**src/rtl/uart_pkg.sv**
```systemverilog
// Shared definitions for the parametrised UART receiver: state encoding,
// default bit period and the parity helper.
package uart_pkg;

  localparam int CLKS_PER_BIT_DEF = 434;

  typedef enum logic [2:0] {
    IDLE   = 3'd0,
    START  = 3'd1,
    DATA   = 3'd2,
    PARITY = 3'd3,
    STOP   = 3'd4
  } uart_state_t;

  // Data is zero-padded to 9 bits, which leaves the XOR unchanged.
  function automatic logic parity_bit(input logic [8:0] data, input logic odd);
    return (^data) ^ odd;
  endfunction

endpackage

```
**src/rtl/uart_sync2.sv**
```systemverilog
// Two-flop synchroniser for an asynchronous, idle-high serial line.
module uart_sync2 (
  input  logic clk,
  input  logic nRST,
  input  logic d,
  output logic q
);

  logic meta;

  always_ff @(posedge clk or negedge nRST) begin
    if (!nRST) begin
      meta <= 1'b1;
      q    <= 1'b1;
    end else begin
      meta <= d;
      q    <= meta;
    end
  end

endmodule

```
**src/rtl/uart_rx_param.sv**
```systemverilog
// Parametrised UART receiver: mid-bit sampling, false-start rejection,
// valid/ready output with framing, parity and overrun flags.
//   state  | meaning
//   IDLE   | waiting for a low on the synchronised line
//   START  | half-bit wait, then confirm the start bit
//   DATA   | sample DATA_BITS bits, LSB first
//   PARITY | sample and check the parity bit
//   STOP   | sample STOP_BITS stop bits, present the word on the last one
module uart_rx_param
  import uart_pkg::*;
#(
  parameter int CLKS_PER_BIT = CLKS_PER_BIT_DEF,
  parameter int DATA_BITS    = 8,
  parameter int PARITY_EN    = 0,
  parameter int PARITY_ODD   = 0,
  parameter int STOP_BITS    = 1
) (
  input  logic                 clk,
  input  logic                 nRST,
  input  logic                 rx_input_data,
  output logic [DATA_BITS-1:0] rx_data,
  output logic                 rx_valid,
  input  logic                 rx_ready,
  output logic                 frame_err,
  output logic                 parity_err,
  output logic                 overrun_err,
  output logic                 rx_busy,
  output logic [2:0]           rx_state
);

  localparam int HALF = CLKS_PER_BIT / 2;
  localparam int CW   = $clog2(CLKS_PER_BIT);
  localparam int BW   = 4;

  logic                 rxs;
  uart_state_t          state, state_nxt;
  logic [CW-1:0]        cyc_cnt;
  logic [BW-1:0]        bit_cnt;
  logic [DATA_BITS-1:0] shift_q;
  logic                 frame_err_q, par_err_q;
  logic                 half_tc, bit_tc, last_data, last_stop, load;

  uart_sync2 u_sync (
    .clk  (clk),
    .nRST (nRST),
    .d    (rx_input_data),
    .q    (rxs)
  );

  assign half_tc   = (cyc_cnt == CW'(HALF - 1));
  assign bit_tc    = (cyc_cnt == CW'(CLKS_PER_BIT - 1));
  assign last_data = (bit_cnt == BW'(DATA_BITS - 1));
  assign last_stop = (bit_cnt == BW'(STOP_BITS - 1));
  assign load      = (state == STOP) && bit_tc && last_stop;

  always_ff @(posedge clk or negedge nRST) begin
    if (!nRST) state <= IDLE;
    else       state <= state_nxt;
  end

  always_comb begin
    state_nxt = state;
    case (state)
      IDLE:    if (!rxs) state_nxt = START;
      START:   if (half_tc) state_nxt = rxs ? IDLE : DATA;
      DATA:    if (bit_tc && last_data) state_nxt = (PARITY_EN != 0) ? PARITY : STOP;
      PARITY:  if (bit_tc) state_nxt = STOP;
      STOP:    if (bit_tc && last_stop) state_nxt = IDLE;
      default: state_nxt = IDLE;
    endcase
  end

  always_ff @(posedge clk or negedge nRST) begin
    if (!nRST) begin
      cyc_cnt     <= '0;
      bit_cnt     <= '0;
      shift_q     <= '0;
      frame_err_q <= 1'b0;
      par_err_q   <= 1'b0;
    end else begin
      case (state)
        IDLE: begin
          cyc_cnt     <= '0;
          bit_cnt     <= '0;
          frame_err_q <= 1'b0;
          par_err_q   <= 1'b0;
        end
        START: cyc_cnt <= half_tc ? '0 : cyc_cnt + 1'b1;
        DATA: begin
          if (bit_tc) begin
            cyc_cnt <= '0;
            shift_q <= {rxs, shift_q[DATA_BITS-1:1]};
            bit_cnt <= last_data ? '0 : bit_cnt + 1'b1;
          end else begin
            cyc_cnt <= cyc_cnt + 1'b1;
          end
        end
        PARITY: begin
          if (bit_tc) begin
            cyc_cnt   <= '0;
            par_err_q <= (rxs != parity_bit(9'(shift_q), PARITY_ODD != 0));
          end else begin
            cyc_cnt <= cyc_cnt + 1'b1;
          end
        end
        STOP: begin
          if (bit_tc) begin
            cyc_cnt <= '0;
            bit_cnt <= bit_cnt + 1'b1;
            if (!rxs) frame_err_q <= 1'b1;
          end else begin
            cyc_cnt <= cyc_cnt + 1'b1;
          end
        end
        default: cyc_cnt <= '0;
      endcase
    end
  end

  // The final stop sample is folded in directly so the word appears one cycle earlier.
  always_ff @(posedge clk or negedge nRST) begin
    if (!nRST) begin
      rx_data     <= '0;
      rx_valid    <= 1'b0;
      frame_err   <= 1'b0;
      parity_err  <= 1'b0;
      overrun_err <= 1'b0;
    end else if (load) begin
      rx_data     <= shift_q;
      rx_valid    <= 1'b1;
      frame_err   <= frame_err_q | ~rxs;
      parity_err  <= par_err_q;
      overrun_err <= rx_valid & ~rx_ready;
    end else if (rx_valid && rx_ready) begin
      rx_valid    <= 1'b0;
      frame_err   <= 1'b0;
      parity_err  <= 1'b0;
      overrun_err <= 1'b0;
    end
  end

  assign rx_busy  = (state != IDLE);
  assign rx_state = state;

endmodule

```
**config.mk**
```make
export PLATFORM = sky130hd
export DESIGN_NAME = uart_rx_param
export DESIGN_NICKNAME = d
export VERILOG_FILES = /design/src/rtl/uart_pkg.sv /design/src/rtl/uart_sync2.sv /design/src/rtl/uart_rx_param.sv
export SDC_FILE = /design/constraint.sdc
export NUM_CORES = 1
export LEC_CHECK = 0
export CAP_MARGIN = 10
export CELL_PAD_IN_SITES_DETAIL_PLACEMENT = 0
export CELL_PAD_IN_SITES_GLOBAL_PLACEMENT = 1
export CORE_ASPECT_RATIO = 1.5
export CORE_UTILIZATION = 48
export CTS_CLUSTER_SIZE = 16
export DETAILED_ROUTE_END_ITERATION = 16
export PLACE_DENSITY_LB_ADDON = 0.25
export SYNTH_ARGS = -nofsm -noshare
export SYNTH_HDL_FRONTEND = slang
export SYNTH_SLANG_ARGS = --single-unit
export TNS_END_PERCENT = 30
```
**constraint.sdc**
```tcl
create_clock -name clk -period 2.95 [get_ports clk]
set_clock_uncertainty 0.15 [all_clocks]
set_input_delay 0.59 -clock clk [delete_from_list [all_inputs] [get_ports clk]]
set_output_delay 0.59 -clock clk [all_outputs]
set_load 0.01 [all_outputs]
```
==> deck_impl_summary.md, run 1 <==
Synthesis and Place & Route Summary

Run status
  – Status: completed

Layout
  – Largest regs: cyc_cnt: 9 flops, rx_data: 8 flops, shift_q: 8 flops
  – Final instance area: 2295 um2
  – Area delta synth->final: 14.34%
  – Most frequent logic cell in the layout: dfrtp_1
  – Non-Clock Buffer Area Fraction: 0.08070
  – Comb area share: 0.4008
  – Largest Register: cyc_cnt
  – Max reg flops: 9
  – Inverter count: 10
  – Post-route insts no fill: 243
  – Top class by area: sequential cells
  – Top cells excl fill/tap: dfrtp_1, nor2_1, clkdlybuf4s50_1
  – N_diodes: 0

Route
  – Via density: 5.469
  – Final WL: 3473 um
  – Top sig layer: met4
  – Met2 wire len: 1788 um
  – Met1 WL: 1497 um

Power and ir drop
  – Clk. pwr: 0.364 mW
  – Sw Ratio: 0.2066
  – Gate power share: 0.024
  – P_int: 0.7479 mW
  – Max power group: sequential cells
  – Register share of total power: 0.589
  – Pleak: 1.039 nW
  – Worst IR drop on VDD: 0.4026 mV

Synth
  – Mapped Cells: 178
  – Cell count in the Yosys report: 178
  – Post-Synth Simple-Gate Area: 0.1727
  – Library cells used by synthesis: 47
  – Comb area leader: simple AND/OR/NAND/NOR gates
  – Largest area contributor in the netlist: dfrtp_1
  – Yosys reg bits: 40
  – Mean post-synth cell area: 11.27 um2
  – Syn nets: 187
  – Synthesized area: 2007 um2
  – Top cells by area: dfrtp_1, mux2_4, xnor2_1
  – Synth warn: 0
  – Yosys Chip Area: 2007 um2
  – Xor+xnor area frac: 0.06546
  – Asr flop ratio synth: 1.000
  – Synth top cells by count: dfrtp_1, nor2_1, mux2_4, xnor2_1, inv_1
  – Yosys top cell by instances: dfrtp_1
  – Flip-flops with a built-in enable: 0
  – Share of the yosys chip area belonging to registers: 0.5000

Global routing
  – Met1 Track Usage GR: 0.2107
  – Vias in the first global route: 1391
  – M3 GR Usage: 0.04494
  – Initial antenna violation count: 0
  – First-pass GRT wire length: 6106 um
  – Total global routing overflow: 0

Worst setup path
  – Critical path depth: 3
  – CP Cell Sequence: nor3_1 -> inv_1 -> clkdlybuf4s50_1
  – R2r endpoint: shift_q[0]$_DFFE_PN0P_
  – CP max stage delay: 560 ps
  – Crit Path Max Fanout: 18
  – Worst R2R Setup Slack: 770 ps
  – Kind of end point of the critical path: output pin
  – Worst R2R Path Depth: 4
  – Slowest CP cell: dfrtp_1
  – Top Family by Delay on Critical Path: flip-flops

Placement
  – Setup WS pre-CTS: 775.0 ps
  – Total placed instance area: 2202 um2
  – Final HPWL DP: 2495 um

Final timing
  – Final Hold Vio Count: 0
  – Final period utilization: 0.8386
  – Worst Tran Pin Value: 865.6 ps
  – Setup TNS: 0 ps
  – Crit path setup slack, layout: 476.1 ps
  – Unrepaired setup endpoints after global routing: no

Clocking
  – H-tree levels: 2
  – Worst-Skew Late Latency: 290 ps
  – Clk sinks: 40
  – Clk slew on worst S/H paths: 70 ps
  – Number of CTS-inserted buffers: 5
  – # Post-CTS Setup Buffers: 0
  – Post-CTS Hold Buffers: 0

Die
  – Die W: 54.80 um
  – Starting Density: 0.5070
  – Die H: 81.20 um
  – Ports: 20

Worst hold path
  – Hold Path Stages: 0
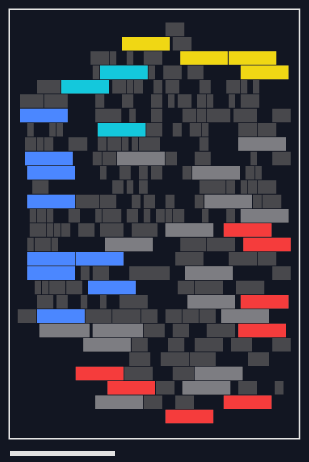
*Register map, names as in the netlist, run 1*
The bar under the picture is 20 um long.
| name in the netlist | colour | sequential cells |
|---|---|---|
| cyc_cnt | blue | 9 |
| rx_data | red | 8 |
| bit_cnt | yellow | 4 |
| rx_state | cyan | 3 |
not coloured: 16
FF+latch area: 1003 um2
Seq area share: 0.4373
Seq power: 0.555 mW
Final Core Density: 0.5796

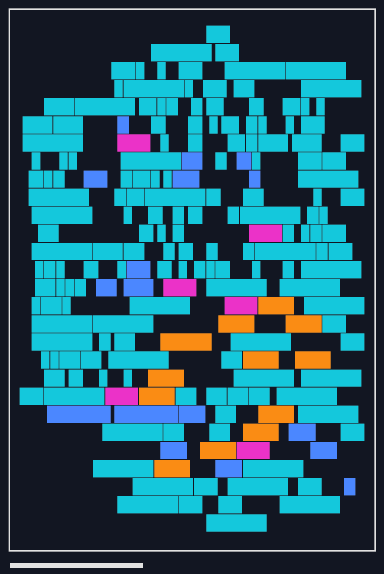
*Drive-strength map, run 1*
The bar under the picture is 20 um long.
| size | colour | cells | share | most used |
|---|---|---|---|---|
| _6 and larger | magenta | 6 | 3.0% | clkbuf_8 |
| _2 cells | blue | 17 | 8.6% | mux2_2 |
| _3 and _4 cells | orange | 12 | 6.1% | mux2_4 |
| _0 and _1 cells | cyan | 163 | 82% | dfrtp_1 |

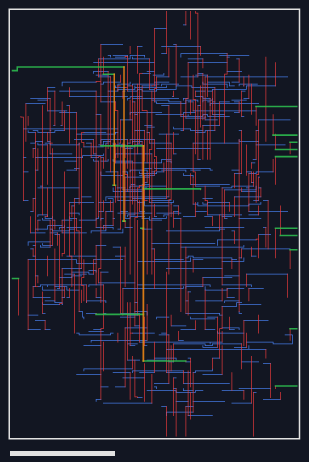
*Signal wires by layer, run 1*
The bar under the picture is 20 um long.
| layer | colour | wire length |
|---|---|---|
| metal 3 | green | 96.8 um |
| metal 2 | red | 1790 um |
| metal 4 | orange | 91.1 um |
| metal 1 | blue | 1500 um |
gr usage total: 0.1920
wire per inst: 14.29 um

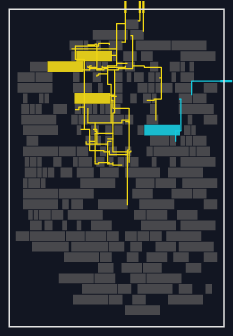
*Wires at chosen ports, followed through buffers, run 1*
| port | colour | bits | direction | edge | end cells | buffers | wire |
|---|---|---|---|---|---|---|---|
| frame_err | cyan | 1 | output | right | 1 | 1 | 24.0 um |
| rx_state | yellow | 3 | output | top | 3 | 3 | 318 um |

==> run 2: changes to the inputs <==
--- a/config.mk
+++ b/config.mk
@@ -9,7 +9,7 @@
 export CELL_PAD_IN_SITES_DETAIL_PLACEMENT = 0
 export CELL_PAD_IN_SITES_GLOBAL_PLACEMENT = 1
 export CORE_ASPECT_RATIO = 1.5
-export CORE_UTILIZATION = 48
+export CORE_UTILIZATION = 45
 export CTS_CLUSTER_SIZE = 16
 export DETAILED_ROUTE_END_ITERATION = 16
 export PLACE_DENSITY_LB_ADDON = 0.25
==> constraint.sdc (replaced) <==
create_clock -name clk -period 2.3 [get_ports clk]
set_clock_uncertainty 0.15 [all_clocks]
set_input_delay 0.46 -clock clk [delete_from_list [all_inputs] [get_ports clk]]
set_output_delay 0.46 -clock clk [all_outputs]
set_load 0.01 [all_outputs]
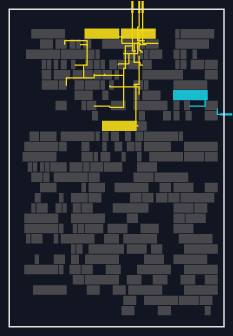
*Wires at chosen ports, followed through buffers, run 2*
| port | colour | bits | direction | edge | end cells | buffers | wire |
|---|---|---|---|---|---|---|---|
| rx_state | yellow | 3 | output | top | 3 | 4 | 174 um |
| frame_err | cyan | 1 | output | right | 1 | 1 | 9.30 um |

==> run 2 against run 1 <==
  * Via count decreased by 0.53%
  * Highest routed layer unchanged
  * Register-to-register slack got worse by 520 ps
  * Total power increased by 39%
  * Cell count increased by 3.3%
  * Die size increased by 6.5%
  * Combinational power increased by 51%
  * Critical path type unchanged
  * Clock-buffer cell count decreased by 1
  * Worst hold slack about the same
==> deck_impl_summary.md, run 2 <==
Synthesis and Place & Route Summary

Run status
  – Status: completed

Layout
  – Comb area share: 0.3876 (-0.01313)
  – Largest Register: cyc_cnt
  – Non-Clock Buffer Area Fraction: 0.1058 (+0.02512)
  – Area delta synth->final: 19.01%
  – Inverter count: 10 (unchanged)
  – Seq area share: 0.4201 (-0.01718)
  – Final instance area: 2389 um2 (+4.1%)
  – FF+latch area: 1003 um2 (unchanged)
  – Top class by area: sequential cells
  – N_diodes: 0 (unchanged)
  – Max reg flops: 9 (unchanged)
  – Most frequent logic cell in the layout: dfrtp_1
  – Largest regs: cyc_cnt: 9 flops, rx_data: 8 flops, shift_q: 8 flops
  – Post-route insts no fill: 251 (+3.3%)

Synth
  – Mean post-synth cell area: 11.27 um2 (unchanged)
  – Flip-flops with a built-in enable: 0 (unchanged)
  – Top cells by area: dfrtp_1, mux2_4, xnor2_1
  – Library cells used by synthesis: 47 (unchanged)
  – Largest area contributor in the netlist: dfrtp_1
  – Xor+xnor area frac: 0.06546 (unchanged)
  – Asr flop ratio synth: 1.000 (unchanged)
  – Synth top cells by count: dfrtp_1, nor2_1, mux2_4, xnor2_1, inv_1
  – Yosys top cell by instances: dfrtp_1
  – Cell count in the Yosys report: 178 (unchanged)
  – Synth warn: 0 (unchanged)
  – Synthesized area: 2007 um2 (unchanged)
  – Comb area leader: simple AND/OR/NAND/NOR gates
  – Yosys reg bits: 40 (unchanged)
  – Post-Synth Simple-Gate Area: 0.1727 (unchanged)
  – Yosys Chip Area: 2007 um2 (unchanged)

Power and ir drop
  – Worst IR drop on VDD: 0.4963 mV (+23%)
  – Clk. pwr: 0.568 mW (+56%)
  – Register share of total power: 0.541 (-0.048)
  – Gate power share: 0.026 (+0.002)
  – Seq power: 0.712 mW (+28%)

Global routing
  – Met1 Track Usage GR: 0.2002 (-0.01051)
  – Gr usage total: 0.1769 (-0.01514)
  – First-pass GRT wire length: 6534 um (+7.0%)
  – Vias in the first global route: 1437 (+3.3%)
  – Initial antenna violation count: 0 (unchanged)
  – M3 GR Usage: 0.04651 (+0.001568)

Final timing
  – Worst Tran Pin Value: 500.6 ps (-365.0 ps)
  – Final period utilization: 0.9152
  – Setup TNS: 0 ps (unchanged)
  – Final Hold Vio Count: 0 (unchanged)
  – Crit path setup slack, layout: 195.1 ps (-281.0 ps)
  – Unrepaired setup endpoints after global routing: no

Clocking
  – Clk slew on worst S/H paths: 80 ps (about the same)
  – # Post-CTS Setup Buffers: 0 (unchanged)

Die
  – Die W: 56.53 um (+3.2%)
  – Die H: 83.79 um (+3.2%)
  – Starting Density: 0.4727 (-0.03422)
  – Ports: 20 (unchanged)

Placement
  – Final HPWL DP: 2661 um (+6.7%)
  – Setup WS pre-CTS: 105.5 ps (-669.5 ps)

Route
  – Met1 WL: 1563 um (+4.4%)
  – Final WL: 3655 um (+5.2%)
  – Via density: 5.267 (-3.7%)
  – Met2 wire len: 1944 um (+8.7%)

Worst setup path
  – CP max stage delay: 480 ps (-80 ps)
  – Worst R2R Path Depth: 4 (unchanged)
  – R2r endpoint: rx_data[7]$_DFFE_PN0P_
  – Slowest CP cell: clkdlybuf4s50_1
  – Kind of end point of the critical path: output pin
  – Crit Path Max Fanout: 4 (-14)

Worst hold path
  – Hold Path Stages: 0 (unchanged)
==> run 3: changes to the inputs <==
--- a/config.mk
+++ b/config.mk
@@ -10,9 +10,11 @@
 export CELL_PAD_IN_SITES_GLOBAL_PLACEMENT = 1
 export CORE_ASPECT_RATIO = 1.5
 export CORE_UTILIZATION = 45
+export CTS_CLUSTER_DIAMETER = 40
 export CTS_CLUSTER_SIZE = 16
 export DETAILED_ROUTE_END_ITERATION = 16
 export PLACE_DENSITY_LB_ADDON = 0.25
+export SETUP_SLACK_MARGIN = 0.4
 export SYNTH_ARGS = -nofsm -noshare
 export SYNTH_HDL_FRONTEND = slang
 export SYNTH_SLANG_ARGS = --single-unit
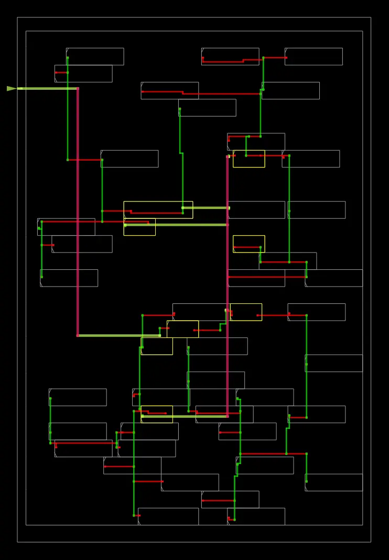
*Clock nets, run 3*
number of CTS-inserted buffers: 5
Clk. pwr: 0.628 mW

==> run 3 against run 2 <==
  * Non-clock buffer count increased by 13
  * Clock power up 11%
  * Total power up 4.6%
  * Sequential share of layout area fell by 3.5 points
  * Die size unchanged
  * Largest power group unchanged
==> deck_impl_summary.md, run 3 <==
Synthesis and Place & Route Summary

Power and ir drop
  – P_comb: 0.0351 mW
  – Pwr Total: 1.375 mW
  – Power Density: 527.1 nW/um2
  – Register share of total power: 0.518 (-0.023)
  – Seq power: 0.712 mW (about the same)
  – Gate power share: 0.026 (about the same)
  – Worst IR drop on VDD: 0.4186 mV (-16%)

Final timing
  – Fin. max-slew vios: 0
  – Setup TNS: 0 ps (unchanged)
  – Final period utilization: 0.8620 (-0.05320)
  – Final Hold Vio Count: 0 (unchanged)
  – Worst Tran Pin Value: 452.1 ps (-48.50 ps)
  – Unrepaired setup endpoints after global routing: yes
  – Crit path setup slack, layout: 317.5 ps (+122.4 ps)

Route
  – Met1 WL: 1782 um (+14%)
  – Final WL: 4044 um (+11%)
  – Via density: 5.385 (+2.2%)
  – Met2 wire len: 2093 um (+7.7%)

Synth
  – Ao+oa area frac: 0.06297
  – Top cells by area: dfrtp_1, mux2_4, xnor2_1
  – Library cells used by synthesis: 47 (unchanged)
  – Yosys reg bits: 40 (unchanged)
  – Asr flop ratio synth: 1.000 (unchanged)
  – Yosys Chip Area: 2007 um2 (unchanged)
  – Synth top cells by count: dfrtp_1, nor2_1, mux2_4, xnor2_1, inv_1
  – Flip-flops with a built-in enable: 0 (unchanged)
  – Xor+xnor area frac: 0.06546 (unchanged)
  – Synthesized area: 2007 um2 (unchanged)
  – Largest area contributor in the netlist: dfrtp_1
  – Post-Synth Simple-Gate Area: 0.1727 (unchanged)
  – Adder Area Share: 0.04177
  – Comb area leader: simple AND/OR/NAND/NOR gates
  – Yosys top cell by instances: dfrtp_1
  – Synth warn: 0 (unchanged)
  – Mean post-synth cell area: 11.27 um2 (unchanged)
  – Cell count in the Yosys report: 178 (unchanged)
  – Top FF cell, synth: dfrtp_1

Worst setup path
  – Worst R2R Setup Slack: 320 ps
  – Kind of end point of the critical path: output pin
  – Reg2reg start: cyc_cnt[5]$_DFF_PN0_
  – R2r endpoint: shift_q[2]$_DFFE_PN0P_
  – Crit Path Max Fanout: 2 (-2)
  – Worst R2R Path Depth: 4 (unchanged)
  – Slowest CP cell: dfrtp_1
  – CP max stage delay: 420 ps (-60 ps)

Layout
  – Final instance area: 2609 um2 (+9.2%)
  – Fillers: 336
  – Seq area share: 0.3851 (-0.03498)
  – FF+latch area: 1005 um2 (+0.12%)
  – N_diodes: 0 (unchanged)
  – Fin nets: 227
  – Inverter count: 10 (unchanged)
  – Largest Register: cyc_cnt
  – Area delta synth->final: 29.99%
  – Layout cells sized above 1: 0.2922
  – Non-Clock Buffer Area Fraction: 0.1525 (+0.04670)
  – Repair and plain buffers: 39
  – Most frequent logic cell in the layout: dfrtp_1
  – Top cells excl fill/tap: dfrtp_1, nor2_1, clkdlybuf4s50_1
  – Top class by area: sequential cells
  – Comb area share: 0.3775 (-0.01018)
  – Largest regs: cyc_cnt: 9 flops, rx_data: 8 flops, shift_q: 8 flops
  – Max reg flops: 9 (unchanged)
  – Post-route insts no fill: 265 (+5.6%)
  – Seq cells: 40

Die
  – Die H: 83.79 um (unchanged)
  – FP Rows: 29
  – Ports: 20 (unchanged)
  – Starting Density: 0.4727 (unchanged)
  – Full die area: 4736 um2
  – Die W: 56.53 um (unchanged)

Clocking
  – Clk sinks: 40
  – CTS tree: built
  – Clk slew on worst S/H paths: 80 ps (about the same)
  – # Post-CTS Setup Buffers: 4 (+4)
  – Root buffer cell: clkbuf_8

Global routing
  – Met1 Track Usage GR: 0.2396 (+0.03935)
  – First-pass GRT wire length: 6893 um (+5.5%)
  – M3 GR Usage: 0.03876 (-0.007752)
  – Total global routing overflow: 0
  – Gr usage total: 0.1870 (+0.01011)
  – Vias in the first global route: 1407 (-2.1%)
  – Initial antenna violation count: 0 (unchanged)

Worst hold path
  – Hold Path Stages: 0 (unchanged)

Placement
  – GPL Wtd Cong: 0.8469
  – Setup WS pre-CTS: 163.0 ps (+57.52 ps)
  – Final HPWL DP: 2518 um (-5.3%)

Run status
  – Status: completed
No activity file was given, so power comes from the tool's default toggle rates.
